--- src/rtl/lvdc_tel_pkg.sv ---
// Shared types and frame constants for the LVDC accumulator telemetry link.
// The transmitter, the matching receiver and the benches all import this package.
package lvdc_tel_pkg;

    localparam int unsigned TEL_WIDTH         = 26;
    localparam int unsigned TEL_PAD_BITS      = 1;
    localparam int unsigned TEL_FRAME_PERIODS = 29;

    typedef enum logic [2:0] {
        IDLE,
        SYNC,
        PAD,
        DATA,
        TAIL
    } tel_state_e;

endpackage

--- src/rtl/lvdc_wda_gen.sv ---
// Free-running WDA shift clock: toggles every DIV SIM_CLK cycles.
// Also provides single-cycle enables that mark the SIM_CLK edge on which WDA falls or rises.
module lvdc_wda_gen #(
    parameter int unsigned DIV = 4
) (
    input  logic clk_i,
    input  logic rst_i,
    output logic wda_o,
    output logic wda_fall_o,
    output logic wda_rise_o
);

    localparam int unsigned CntW = (DIV > 1) ? $clog2(DIV) : 1;
    localparam logic [CntW-1:0] CntMax = CntW'(DIV - 1);

    logic [CntW-1:0] cnt_q, cnt_d;
    logic            wda_q, wda_d;
    logic            wrap;

    always_comb begin
        wrap  = (cnt_q == CntMax);
        cnt_d = wrap ? '0 : cnt_q + 1'b1;
        wda_d = wrap ? ~wda_q : wda_q;
    end

    always_ff @(posedge clk_i or posedge rst_i) begin
        if (rst_i) begin
            cnt_q <= '0;
            wda_q <= 1'b0;
        end else begin
            cnt_q <= cnt_d;
            wda_q <= wda_d;
        end
    end

    assign wda_o      = wda_q;
    assign wda_fall_o = wrap & wda_q;
    assign wda_rise_o = wrap & ~wda_q;

endmodule

--- src/rtl/lvdc_telemetry_tx.sv ---
// LVDC accumulator telemetry serializer: SYNC, PAD, 26 data periods MSB first, TAIL.
// PBV and AI3V only change on WDA falling edges so they are stable around every WDA rise.
module lvdc_telemetry_tx
    import lvdc_tel_pkg::*;
#(
    parameter int unsigned DIV   = 4,
    parameter int unsigned WIDTH = TEL_WIDTH
) (
    input  logic           SIM_CLK,
    input  logic           SIM_RST,
    input  logic [WIDTH:1] tx_data,
    input  logic           tx_valid,
    output logic           tx_ready,
    output logic           busy,
    output logic           frame_done,
    output logic           WDA,
    output logic           PBV,
    output logic           AI3V
);

    logic wda;
    logic wda_fall;
    logic wda_rise;

    lvdc_wda_gen #(
        .DIV (DIV)
    ) u_wda_gen (
        .clk_i      (SIM_CLK),
        .rst_i      (SIM_RST),
        .wda_o      (wda),
        .wda_fall_o (wda_fall),
        .wda_rise_o (wda_rise)
    );

    always_comb begin
        assert (!(wda_fall && wda_rise));
    end

    tel_state_e     state_q;
    logic [WIDTH:1] shreg_q;
    logic [4:0]     bit_cnt_q;
    logic           pending_q;
    logic           ready_q;
    logic           busy_q;
    logic           done_q;
    logic           pbv_q;
    logic           ai3v_q;
    logic           accept;

    assign accept = tx_valid & ready_q;

    always_ff @(posedge SIM_CLK or posedge SIM_RST) begin
        if (SIM_RST) begin
            state_q   <= IDLE;
            shreg_q   <= '0;
            bit_cnt_q <= '0;
            pending_q <= 1'b0;
            ready_q   <= 1'b1;
            busy_q    <= 1'b0;
            done_q    <= 1'b0;
            pbv_q     <= 1'b0;
            ai3v_q    <= 1'b0;
        end else begin
            done_q <= 1'b0;
            // Accept only happens in IDLE with nothing pending, so it never races the FSM below.
            if (accept) begin
                shreg_q   <= tx_data;
                pending_q <= 1'b1;
                ready_q   <= 1'b0;
                busy_q    <= 1'b1;
            end
            if (wda_fall) begin
                unique case (state_q)
                    IDLE: begin
                        if (pending_q) begin
                            state_q   <= SYNC;
                            pending_q <= 1'b0;
                            pbv_q     <= 1'b1;
                        end
                    end
                    SYNC: begin
                        state_q <= PAD;
                        pbv_q   <= 1'b0;
                    end
                    PAD: begin
                        state_q   <= DATA;
                        ai3v_q    <= shreg_q[WIDTH];
                        shreg_q   <= {shreg_q[WIDTH-1:1], 1'b0};
                        bit_cnt_q <= 5'(WIDTH);
                    end
                    DATA: begin
                        if (bit_cnt_q == 5'd1) begin
                            state_q <= TAIL;
                            ai3v_q  <= 1'b0;
                        end else begin
                            ai3v_q    <= shreg_q[WIDTH];
                            shreg_q   <= {shreg_q[WIDTH-1:1], 1'b0};
                            bit_cnt_q <= bit_cnt_q - 5'd1;
                        end
                    end
                    TAIL: begin
                        state_q <= IDLE;
                        done_q  <= 1'b1;
                        busy_q  <= 1'b0;
                        ready_q <= 1'b1;
                    end
                    default: state_q <= IDLE;
                endcase
            end
        end
    end

    assign tx_ready   = ready_q;
    assign busy       = busy_q;
    assign frame_done = done_q;
    assign WDA        = wda;
    assign PBV        = pbv_q;
    assign AI3V       = ai3v_q;

endmodule

--- config.mk ---
export PLATFORM = sky130hd
export DESIGN_NAME = lvdc_telemetry_tx
export DESIGN_NICKNAME = d
export VERILOG_FILES = /design/src/rtl/lvdc_tel_pkg.sv /design/src/rtl/lvdc_wda_gen.sv /design/src/rtl/lvdc_telemetry_tx.sv
export SDC_FILE = /design/constraint.sdc
export NUM_CORES = 1
export LEC_CHECK = 0
export ABC_AREA = 1
export ABC_CLOCK_PERIOD_IN_PS = 1800
export CORE_ASPECT_RATIO = 0.6
export CORE_UTILIZATION = 54
export DETAILED_ROUTE_END_ITERATION = 8
export GPL_ROUTABILITY_DRIVEN = 1
export GPL_TIMING_DRIVEN = 0
export PLACE_DENSITY = 0.9
export SLEW_MARGIN = 20
export SYNTH_ARGS = -nofsm -noshare
export SYNTH_HDL_FRONTEND = slang
export SYNTH_SLANG_ARGS = --single-unit
export TNS_END_PERCENT = 5
--- constraint.sdc ---
create_clock -name SIM_CLK -period 1.8 [get_ports SIM_CLK]
set_input_delay 0.18 -clock SIM_CLK [delete_from_list [all_inputs] [get_ports SIM_CLK]]
set_output_delay 0.18 -clock SIM_CLK [all_outputs]
set_load 0.01 [all_outputs]
==> images/clock_map.png <==
Drawn at 8 px/um.
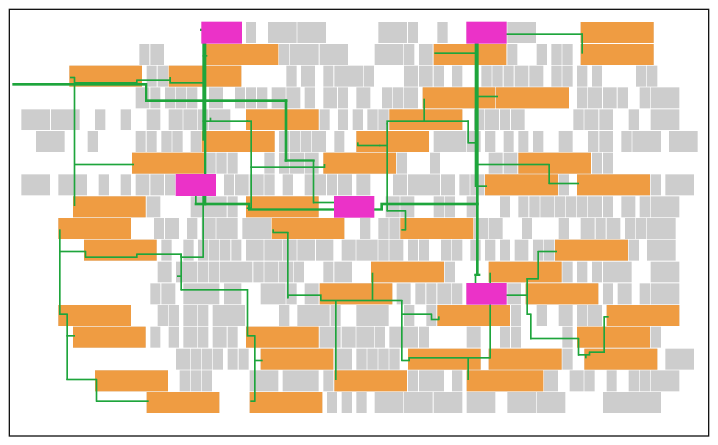
[clock wires] green | length: 541 um
[cells driving clock nets] magenta | count: 5
[flip-flops] orange | count: 43
flops lie	all over the die
routed clock nets	6

==> images/cell_classes.png <==
Drawn at 8 px/um. Fill, decap, tap and diode cells in gray.
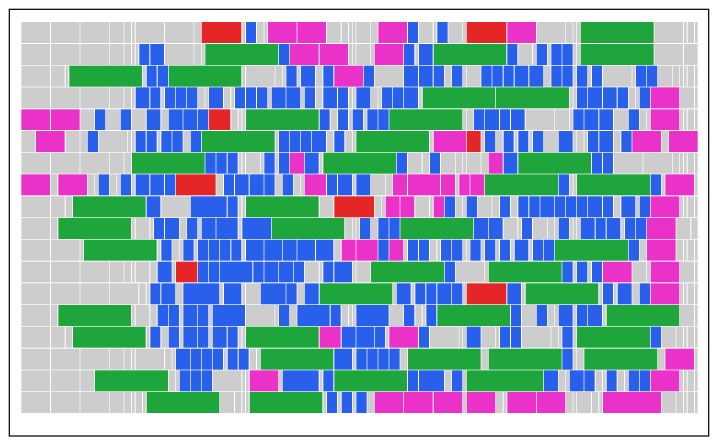
class	color	cells
flip-flops	green	43
all other logic	blue	267
clock drivers and dummy loads	red	8
other buffers and delay cells	magenta	51

==> flow_summary.yaml <==
# flow metrics
outcome:
  status: "complete, no violations"
synth:
  flop_cell: "dfrtp_1"
  ys_cells: 326
  adder_share_pct: 1.59
  syn-cell-area_sq_um: 2350
  post_synth_num_cell_types: 25
  ys_top_cells_by_area: "dfrtp_1, nand2_1, nand3_1, inv_1, o21ai_0"
  ys_seq_share_pct: 45.7
  synth.most_common_cell: "nand2_1"
  ys_async_sr_fraction_pct: 100
  compound_area_share_pct: 6.11
  ys.flops: 43
  synth.area.mux_share_pct: 0
  edf_count: 0
  avgSynthCellArea_sq_um: 7.22
  netlist_instances: 326
  xor_area_share_pct: 0.372
  top_cells_by_count: "nand2_1, dfrtp_1, nand3_1"
  simple_gate_share_pct: 36.0
  synth_nets: 358
  ys_top_logic_family: "simple AND/OR/NAND/NOR gates"
  top_area_cell: "dfrtp_1"
  yosys-stat-area_sq_um: 2350
  ys_warn_count: 0
  synth_top_area_share_pct: 44.6
timing:
  setup_violations: 0
  period_needed_ns: 1.59
  hold_viol: 0
  rsz0062_at_grt: "false"
  slew_headroom_pct: 71.9
  clock_skew_ns: 0.00764
  tightest_slew_ns: 0.422
  tns_ns: 0
  max_freq_mhz: 631
  worst_slack_ns: 0.214
  finalCritPeriodShare_pct: 88.1
  whs_ns: 0.152
  slew_viol_final: 0
placed_design:
  portBuffers: 34
  place_congestion: 0.804
  dp_hpwl_um: 3830
  dpl.cell_count: 421
  place_ws_ns: 0.0948
  placed_area_sq_um: 2790
route:
  viasPerCell: 5.13
  antenna_left: 0
  maxUsedRoutingLayer: "met4"
  drc: 0
  wl_met3_um: 382
  wl_met1_um: 2510
  drt_iter0_drc: 130
  met2_length_um: 2330
  wire_per_inst_um: 12.3
  via_count: 2199
  finalWirelength_um: 5280
  dr.pass1.iters: 5
layout:
  lay_top_count: "nand2_1"
  layout.nets: 400
  layout-drive-gt1-share_pct: 9.76
  antennaDiodeCount: 0
  fin_cells: 429
  combGateArea_sq_um: 1040
  post-route-cell-area_sq_um: 2880
  nFillCells: 358
  final_cell_mix: "nand2_1, dfrtp_1, nand3_1"
  final_util_pct: 69.5
  register_area_sq_um: 1080
  area_growth_syn_to_layout_pct: 22.3
worst_setup_path:
  crit_path_cell_trace: "nand2_1, inv_1, clkbuf_1, o21ai_0, nand3_1, nand2_1"
  worst-setup-path-type: "reg -> reg"
  rrSetupSlack_ns: 0.21
  cp-end-kind: "flop"
  worstReg2RegEnd: "shreg_q[20]"
  crit_end: "shreg_q[20]"
  max_stage_delay_ns: 0.55
  critical_path.startpoint: "tx_ready"
  cpLargestDelayFamily: "flip-flops"
  path_depth: 6
  cp.arrival_ns: 1.78
  worst_path_max_delay_cell: "dfstp_2"
  cp.required_ns: 2.00
  r2r_start: "tx_ready"
  r2r_cells: 6
  crit_buf_inv: 2
  start_kind: "flop"
  worst_path_most_repeated_cell: "nand2_1"
  cp_max_fo: 10
global_routing:
  antenna_found_initial: 0
  grt_pass1_wl_um: 8620
  grt_max_degree: 30
  grt_pass1_vias: 1942
  overflow: 0
  grtUsageTotal_pct: 24.8
power_and_ir_drop:
  p_leak_nw: 1.38
  top_power_group: "registers"
  p_int_mw: 2.11
  seqPwrFrac_pct: 43.0
  sequentialPower_mw: 1.46
  powerClk_mw: 0.618
  combinationalPowerShare_pct: 38.8
  power_density_nw_per_um2: 1180
  power.share.clock_pct: 18.2
  p_sw_mw: 1.29
  p_comb_mw: 1.32
  p_total_mw: 3.40
  p_sw_share_pct: 37.9
clocking:
  worstSkewPairLatency_ns: 0.30
  cts_resized: 0
  clk_pin_slew_ns: 0.09
  root_buffer: "clkbuf_8"
  cts_buffer_depth: 2
  post_cts_buffers: 0
  clock_sinks: 43
  cts_buffers: 5
  postCtsHoldBufs: 0
  cts_tree: "done"
  htree_levels: 2
floorplanning:
  chip_area_sq_um: 4640
  ioPinCount: 35
  rows: 18
  design.core.area_sq_um: 4140
  fp_util_pct: 56.8
job:
  maxCapViolCount: 0
  warning_count: 27
worst_hold_path:
  hold_class: "in -> async"
==> images/pdn.png <==
Drawn at 6 px/um. Pins as bars on the die edge.
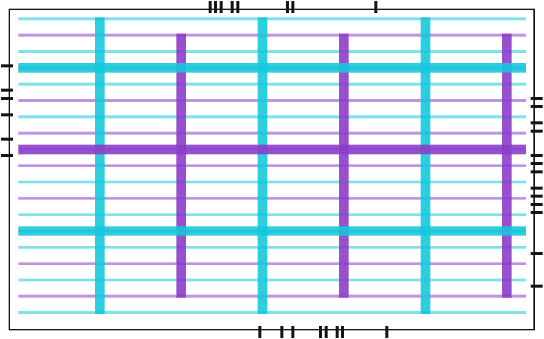
net	color
VSS	cyan
VDD	purple
met5 straps	3
met4 straps	6
met1 rails	19
rows	18
overall die width: 87.3 um
Die H: 53.2 um
worst vdd ir: 501 uV

[registers in the layout, summed over array words and instances (netlist names)]
register and cells:
state_q 3, u_wda_gen.wda_o 1, frame_done 1, PBV 1, bit_cnt_q 5, u_wda_gen.cnt_q 2
shreg_q 26, busy 1, AI3V 1, tx_ready 1, pending_q 1
[final cells by class]
type | instances | area share [%]
flip-flops and latches | 43 | 37.4
multi-input cells | 230 | 36.1
repair buffers | 35 | 12.5
inverters | 37 | 4.91
plain buffers | 16 | 3.39
well taps | 60 | 2.61
clock buffers | 5 | 2.39
clock inverters | 3 | 0.695
[routing by layer]
metal  up-vias  GRT usage, %
met5         -             0
met4         0          7.10
met3         7          5.62
met2        73          38.4
met1      1028          35.1
li1       1091             -
